Figure 1. The metal 1 layer.
Supply wires on this layer in grey.
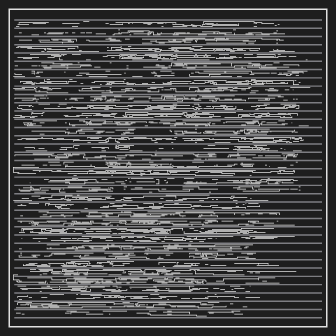
Figure 2. M2 wires.
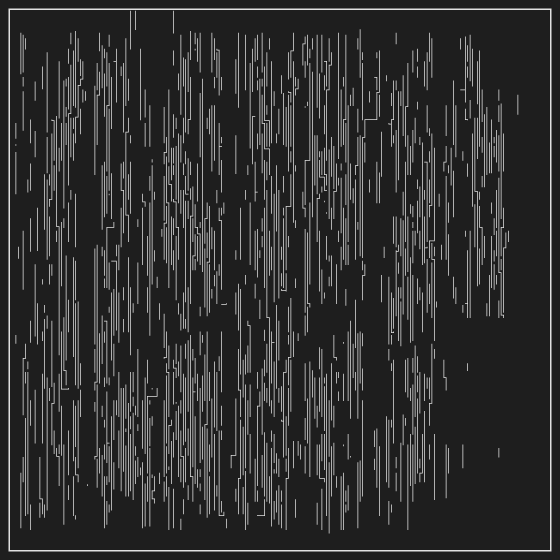
Figure 3. Metal 3.
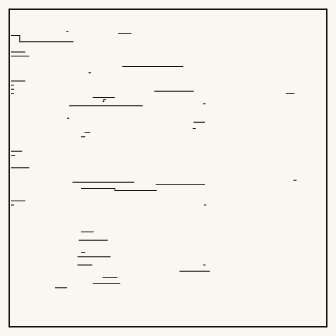
[src/rtl/btn_press_decoder_if.sv]
// -----------------------------------------------------------------------------
// btn_press_decoder_if
// Bundle of the button input and the decoded press-event outputs.
//
// Signals:
//   i_btn          raw push-button level (driven by the board side)
//   o_pressed      debounced button level
//   o_short_press  one-cycle pulse, press released before the long threshold
//   o_long_press   one-cycle pulse, long threshold reached while held
//   o_repeat_pulse one-cycle auto-repeat pulse while long-held
//   o_press_count  8-bit wrapping count of accepted presses
//
// Modports:
//   master  drives i_btn, observes the decoded outputs
//   slave   the decoder itself
// -----------------------------------------------------------------------------
interface btn_press_decoder_if;
  logic       i_btn;
  logic       o_pressed;
  logic       o_short_press;
  logic       o_long_press;
  logic       o_repeat_pulse;
  logic [7:0] o_press_count;

  modport master (
    output i_btn,
    input  o_pressed,
    input  o_short_press,
    input  o_long_press,
    input  o_repeat_pulse,
    input  o_press_count
  );

  modport slave (
    input  i_btn,
    output o_pressed,
    output o_short_press,
    output o_long_press,
    output o_repeat_pulse,
    output o_press_count
  );
endinterface

[src/rtl/btn_press_decoder.sv]
// -----------------------------------------------------------------------------
// btn_press_decoder
// Turns one raw, bouncing, asynchronous push-button into clean press events:
// 2-flop synchronizer, debounce of both edges, short/long press classification
// and an 8-bit wrapping press counter.
//
// Ports:
//   clk    system clock, everything on the rising edge
//   reest  synchronous active-low reset
//   bus    btn_press_decoder_if.slave (button in, decoded events out)
//
// Parameters:
//   DEBOUNCE_CYCLES  stable synchronized samples needed to accept an edge (>=1)
//   LONG_CYCLES      hold time after an accepted press that makes it long (>=1)
//   REPEAT_CYCLES    auto-repeat period while long-held
//
// Optional feature macro: BTN_REPEAT_EN
//   defined   -> repeat_pulse fires every REPEAT_CYCLES while held in LONG
//   undefined -> no repeat counter, repeat_pulse is tied low
// -----------------------------------------------------------------------------
module btn_press_decoder #(
  parameter int DEBOUNCE_CYCLES = 1_000_000,
  parameter int LONG_CYCLES     = 50_000_000,
  parameter int REPEAT_CYCLES   = 10_000_000
) (
  input logic                clk,
  input logic                reest,
  btn_press_decoder_if.slave bus
);

  localparam int MAXP = (DEBOUNCE_CYCLES > LONG_CYCLES)
                      ? ((DEBOUNCE_CYCLES > REPEAT_CYCLES) ? DEBOUNCE_CYCLES : REPEAT_CYCLES)
                      : ((LONG_CYCLES > REPEAT_CYCLES) ? LONG_CYCLES : REPEAT_CYCLES);
  localparam int CW = $clog2(MAXP) + 1;

  localparam logic [CW-1:0] ONE_C  = CW'(1);
  localparam logic [CW-1:0] DEB_C  = CW'(DEBOUNCE_CYCLES);
  localparam logic [CW-1:0] LONG_C = CW'(LONG_CYCLES);

  typedef enum logic [2:0] {
    IDLE,
    DB_PRESS,
    HELD,
    LONG,
    DB_REL
  } state_t;

  logic          r_sync1, r_sync2;
  state_t        r_state, w_state;
  logic [CW-1:0] r_cnt, w_cnt;
  logic [CW-1:0] r_holdCnt, w_holdCnt;
  logic          r_fromLong, w_fromLong;
  logic          r_short, w_short;
  logic          r_long, w_long;
  logic [7:0]    r_count, w_count;
  logic [CW-1:0] w_cntInc;
  logic          w_accept, w_release;
`ifdef BTN_REPEAT_EN
  localparam logic [CW-1:0] REP_C = CW'(REPEAT_CYCLES);
  logic [CW-1:0] r_repCnt, w_repCnt;
  logic          r_repeat, w_repeat;
`endif

  // Next-state logic. w_accept / w_release collect the "debounce finished"
  // events from several states so the DEBOUNCE_CYCLES==1 shortcut (no
  // intermediate counting state) shares the same entry/exit actions.
  always_comb begin
    w_state    = r_state;
    w_cnt      = r_cnt;
    w_holdCnt  = r_holdCnt;
    w_fromLong = r_fromLong;
    w_short    = 1'b0;
    w_long     = 1'b0;
    w_count    = r_count;
    w_cntInc   = r_cnt + ONE_C;
    w_accept   = 1'b0;
    w_release  = 1'b0;
`ifdef BTN_REPEAT_EN
    w_repCnt   = r_repCnt;
    w_repeat   = 1'b0;
`endif

    case (r_state)
      IDLE: begin
        if (r_sync2) begin
          w_cnt = ONE_C;
          if (DEB_C == ONE_C) w_accept = 1'b1;
          else                w_state  = DB_PRESS;
        end
      end
      DB_PRESS: begin
        if (!r_sync2) begin
          w_state = IDLE;
        end else begin
          w_cnt = w_cntInc;
          if (w_cntInc == DEB_C) w_accept = 1'b1;
        end
      end
      HELD: begin
        // Release wins over the long threshold in the same cycle.
        if (!r_sync2) begin
          w_state    = DB_REL;
          w_cnt      = ONE_C;
          w_fromLong = 1'b0;
          if (DEB_C == ONE_C) w_release = 1'b1;
        end else if (r_holdCnt != LONG_C) begin
          w_holdCnt = r_holdCnt + ONE_C;
          if (r_holdCnt + ONE_C == LONG_C) begin
            w_state = LONG;
            w_long  = 1'b1;
`ifdef BTN_REPEAT_EN
            w_repCnt = '0;
`endif
          end
        end
      end
      LONG: begin
        if (!r_sync2) begin
          w_state    = DB_REL;
          w_cnt      = ONE_C;
          w_fromLong = 1'b1;
          if (DEB_C == ONE_C) w_release = 1'b1;
        end else begin
`ifdef BTN_REPEAT_EN
          if (r_repCnt + ONE_C == REP_C) begin
            w_repCnt = '0;
            w_repeat = 1'b1;
          end else begin
            w_repCnt = r_repCnt + ONE_C;
          end
`endif
        end
      end
      DB_REL: begin
        // A bounce back high resumes the press; hold/repeat counters
        // were left untouched so they continue where they stopped.
        if (r_sync2) begin
          w_state = r_fromLong ? LONG : HELD;
        end else begin
          w_cnt = w_cntInc;
          if (w_cntInc == DEB_C) w_release = 1'b1;
        end
      end
      default: w_state = IDLE;
    endcase

    if (w_accept) begin
      w_state   = HELD;
      w_holdCnt = '0;
      w_count   = r_count + 8'd1;
    end
    if (w_release) begin
      w_state = IDLE;
      w_short = ~w_fromLong;
`ifdef BTN_REPEAT_EN
      w_repCnt = '0;
`endif
    end
  end

  // State and output registers, plus the synchronizer feeding the FSM.
  always_ff @(posedge clk) begin
    if (!reest) begin
      r_sync1    <= 1'b0;
      r_sync2    <= 1'b0;
      r_state    <= IDLE;
      r_cnt      <= '0;
      r_holdCnt  <= '0;
      r_fromLong <= 1'b0;
      r_short    <= 1'b0;
      r_long     <= 1'b0;
      r_count    <= 8'd0;
`ifdef BTN_REPEAT_EN
      r_repCnt   <= '0;
      r_repeat   <= 1'b0;
`endif
    end else begin
      r_sync1    <= bus.i_btn;
      r_sync2    <= r_sync1;
      r_state    <= w_state;
      r_cnt      <= w_cnt;
      r_holdCnt  <= w_holdCnt;
      r_fromLong <= w_fromLong;
      r_short    <= w_short;
      r_long     <= w_long;
      r_count    <= w_count;
`ifdef BTN_REPEAT_EN
      r_repCnt   <= w_repCnt;
      r_repeat   <= w_repeat;
`endif
    end
  end

  // pressed is a decode of the state register, so it is registered too.
  assign bus.o_pressed     = (r_state == HELD) || (r_state == LONG) || (r_state == DB_REL);
  assign bus.o_short_press = r_short;
  assign bus.o_long_press  = r_long;
  assign bus.o_press_count = r_count;
`ifdef BTN_REPEAT_EN
  assign bus.o_repeat_pulse = r_repeat;
`else
  assign bus.o_repeat_pulse = 1'b0;
`endif

endmodule

[src/flat_wrapper.sv]
// flat-port wrapper written by rule: the top's interface ports become plain ports
module btn_press_decoder_flat 
#(
  parameter int DEBOUNCE_CYCLES = 1_000_000,
  parameter int LONG_CYCLES     = 50_000_000,
  parameter int REPEAT_CYCLES   = 10_000_000
)
  (clk, reest, bus_i_btn, bus_o_pressed, bus_o_short_press, bus_o_long_press, bus_o_repeat_pulse, bus_o_press_count);
  btn_press_decoder_if bus_i ();
  input logic clk;
  input logic reest;
  input wire logic [$bits(bus_i.i_btn)-1:0] bus_i_btn;
  output wire logic [$bits(bus_i.o_pressed)-1:0] bus_o_pressed;
  output wire logic [$bits(bus_i.o_short_press)-1:0] bus_o_short_press;
  output wire logic [$bits(bus_i.o_long_press)-1:0] bus_o_long_press;
  output wire logic [$bits(bus_i.o_repeat_pulse)-1:0] bus_o_repeat_pulse;
  output wire logic [$bits(bus_i.o_press_count)-1:0] bus_o_press_count;
  assign bus_i.i_btn = bus_i_btn;
  assign bus_o_pressed = bus_i.o_pressed;
  assign bus_o_short_press = bus_i.o_short_press;
  assign bus_o_long_press = bus_i.o_long_press;
  assign bus_o_repeat_pulse = bus_i.o_repeat_pulse;
  assign bus_o_press_count = bus_i.o_press_count;
  btn_press_decoder #(.DEBOUNCE_CYCLES(DEBOUNCE_CYCLES), .LONG_CYCLES(LONG_CYCLES), .REPEAT_CYCLES(REPEAT_CYCLES)) u_core (.clk(clk), .reest(reest), .bus(bus_i));
endmodule
[config.mk]
export PLATFORM = sky130hd
export DESIGN_NAME = btn_press_decoder_flat
export DESIGN_NICKNAME = d
export VERILOG_FILES = /design/src/rtl/btn_press_decoder_if.sv /design/src/rtl/btn_press_decoder.sv /design/src/flat_wrapper.sv
export SDC_FILE = /design/constraint.sdc
export NUM_CORES = 1
export LEC_CHECK = 0
export CELL_PAD_IN_SITES_DETAIL_PLACEMENT = 2
export CELL_PAD_IN_SITES_GLOBAL_PLACEMENT = 2
export CORE_UTILIZATION = 41
export CTS_BUF_LIST = sky130_fd_sc_hd__clkbuf_2
export DETAILED_ROUTE_END_ITERATION = 10
export HOLD_SLACK_MARGIN = 0.03
export MAX_ROUTING_LAYER = met4
export PLACE_DENSITY = 0.9
export SYNTH_ARGS = -nofsm -noshare
export SYNTH_HDL_FRONTEND = slang
export SYNTH_SLANG_ARGS = --single-unit
[constraint.sdc]
create_clock -name clk -period 8.3 [get_ports clk]
set_clock_uncertainty 0.1 [all_clocks]
set_input_delay 1.66 -clock clk [delete_from_list [all_inputs] [get_ports clk]]
set_output_delay 1.66 -clock clk [all_outputs]
set_load 0.01 [all_outputs]
==> reports/qor.rpt <==
CLOCK NETWORK
--------------------------------------------------------------------------------------
Worst-case clock buffer depth ...........................................            2
Total clock buffers created by CTS ......................................            9
Number of clock sinks ...................................................           70
Number of H-tree levels .................................................            3
Clock slew at the register clock pins of the worst setup and hold paths .      0.18 ns
Hold buffers post-CTS ...................................................            0
Number of instances resized during post-cts repair ......................            0

TIMING
--------------------------------------------------------------------------------------
Slew headroom ...........................................................       23.85%
Final tally of max-slew violations ......................................            0
Final setup violating endpoints .........................................            0

ROUTE
--------------------------------------------------------------------------------------
Number of remaining DRC errors ..........................................            0
Amount of wire on met3 after detailed routing ...........................       252 um
Wire length the detailed router placed on met1 ..........................      6488 um
Detailed-route vias per instance ........................................        5.942
Tally of nets with antenna violations remaining after routing ...........            0

JOB
--------------------------------------------------------------------------------------
Total tool warning count ................................................           28
Maxcap violations .......................................................            0

SYNTHESIS
--------------------------------------------------------------------------------------
Yosys stat chip area ....................................................   4259 sq um
Mux share ...............................................................      0.9694%
Top post-synthesis cells by area ........................................ sky130_fd_sc_hd__dfxtp_1 33%, sky130_fd_sc_hd__nor2_1 8.0%, sky130_fd_sc_hd__xnor2_1 5.1%
Main flop type after synthesis .......................................... sky130_fd_sc_hd__dfxtp_1
Synthesized registers ...................................................           70
Cells after synthesis ...................................................          567

WORST SETUP PATH
--------------------------------------------------------------------------------------
Number of cells on the critical path ....................................            4
Worst-path maximum fanout ...............................................            7
Critical path's slowest cell ............................................ sky130_fd_sc_hd__clkdlybuf4s50_1
Worst setup path endpoint ............................................... bus_o_pressed
Slowest cell delay on critical path .....................................      0.56 ns
Startpoint of the most critical setup path .............................. u_core.r_state[0]$_SDFFE_PP0P_
Type of the worst setup path ............................................   reg -> out
Data required time of the worst path ....................................      6.54 ns

LAYOUT
--------------------------------------------------------------------------------------
Layout area overhead ....................................................       5.317%
Biggest Area Class ...................................................... multi-input combinational cells
Summed area of non-filler cells in the final layout .....................   4486 sq um
FF+latch area ...........................................................   1401 sq um
Fraction of standard cell area that is sequential .......................       31.24%
Seq Cell Count ..........................................................           70
Buffers, non-clock ......................................................           15
Final net count .........................................................          565
Leading cell types in the layout, fill and taps excluded ................ 91 x sky130_fd_sc_hd__nor2_1, 70 x sky130_fd_sc_hd__dfxtp_1, 56 x sky130_fd_sc_hd__nand2_1
Clock network area share ................................................       1.757%

PWR
--------------------------------------------------------------------------------------
Switch Pwr ..............................................................  0.0001423 W
Share of total power in combinational logic .............................         3.0%
Static Leakage ..........................................................     1.409 nW
Clk pwr share ...........................................................        31.8%
Seq pwr share ...........................................................        65.2%

GLOBAL ROUTING
--------------------------------------------------------------------------------------
Fraction of met1 tracks used by global routing ..........................       33.74%
Overall track demand over capacity in global routing ....................       26.36%

FLOORPLANNING
--------------------------------------------------------------------------------------
Tapcell Cnt .............................................................          133
Initial core utilization ................................................       42.98%
Count of pins on the block boundary .....................................           15

PLACEMENT
--------------------------------------------------------------------------------------
Placed cell area ........................................................   4407 sq um
Half-perimeter wire length of the detailed placement result .............      9418 um

MIN PATH
--------------------------------------------------------------------------------------
Worst Hold Depth ........................................................            1
WHS Endpoint ............................................................ u_core.r_sync2$_SDFF_PN0_

RUN STATUS
--------------------------------------------------------------------------------------
Result of the run ....................................................... finished, final reports clean

## Picture notes: Figure 1
The longest straight run is 39.1 um. The layer carries 6490 um of wire. 533 nets have wire on it.

## Picture notes: Figure 2
The layer holds 48% of the routed length. The longest straight run is 37.1 um.

## Picture notes: Figure 3
The layer holds 1.9% of the routed length. The longest straight run is 23.9 um. 28 nets have wire on it. The wires run mostly horizontal. The layer carries 252 um of wire.

Power figures rest on the tool's default switching activity, not on a simulated workload.
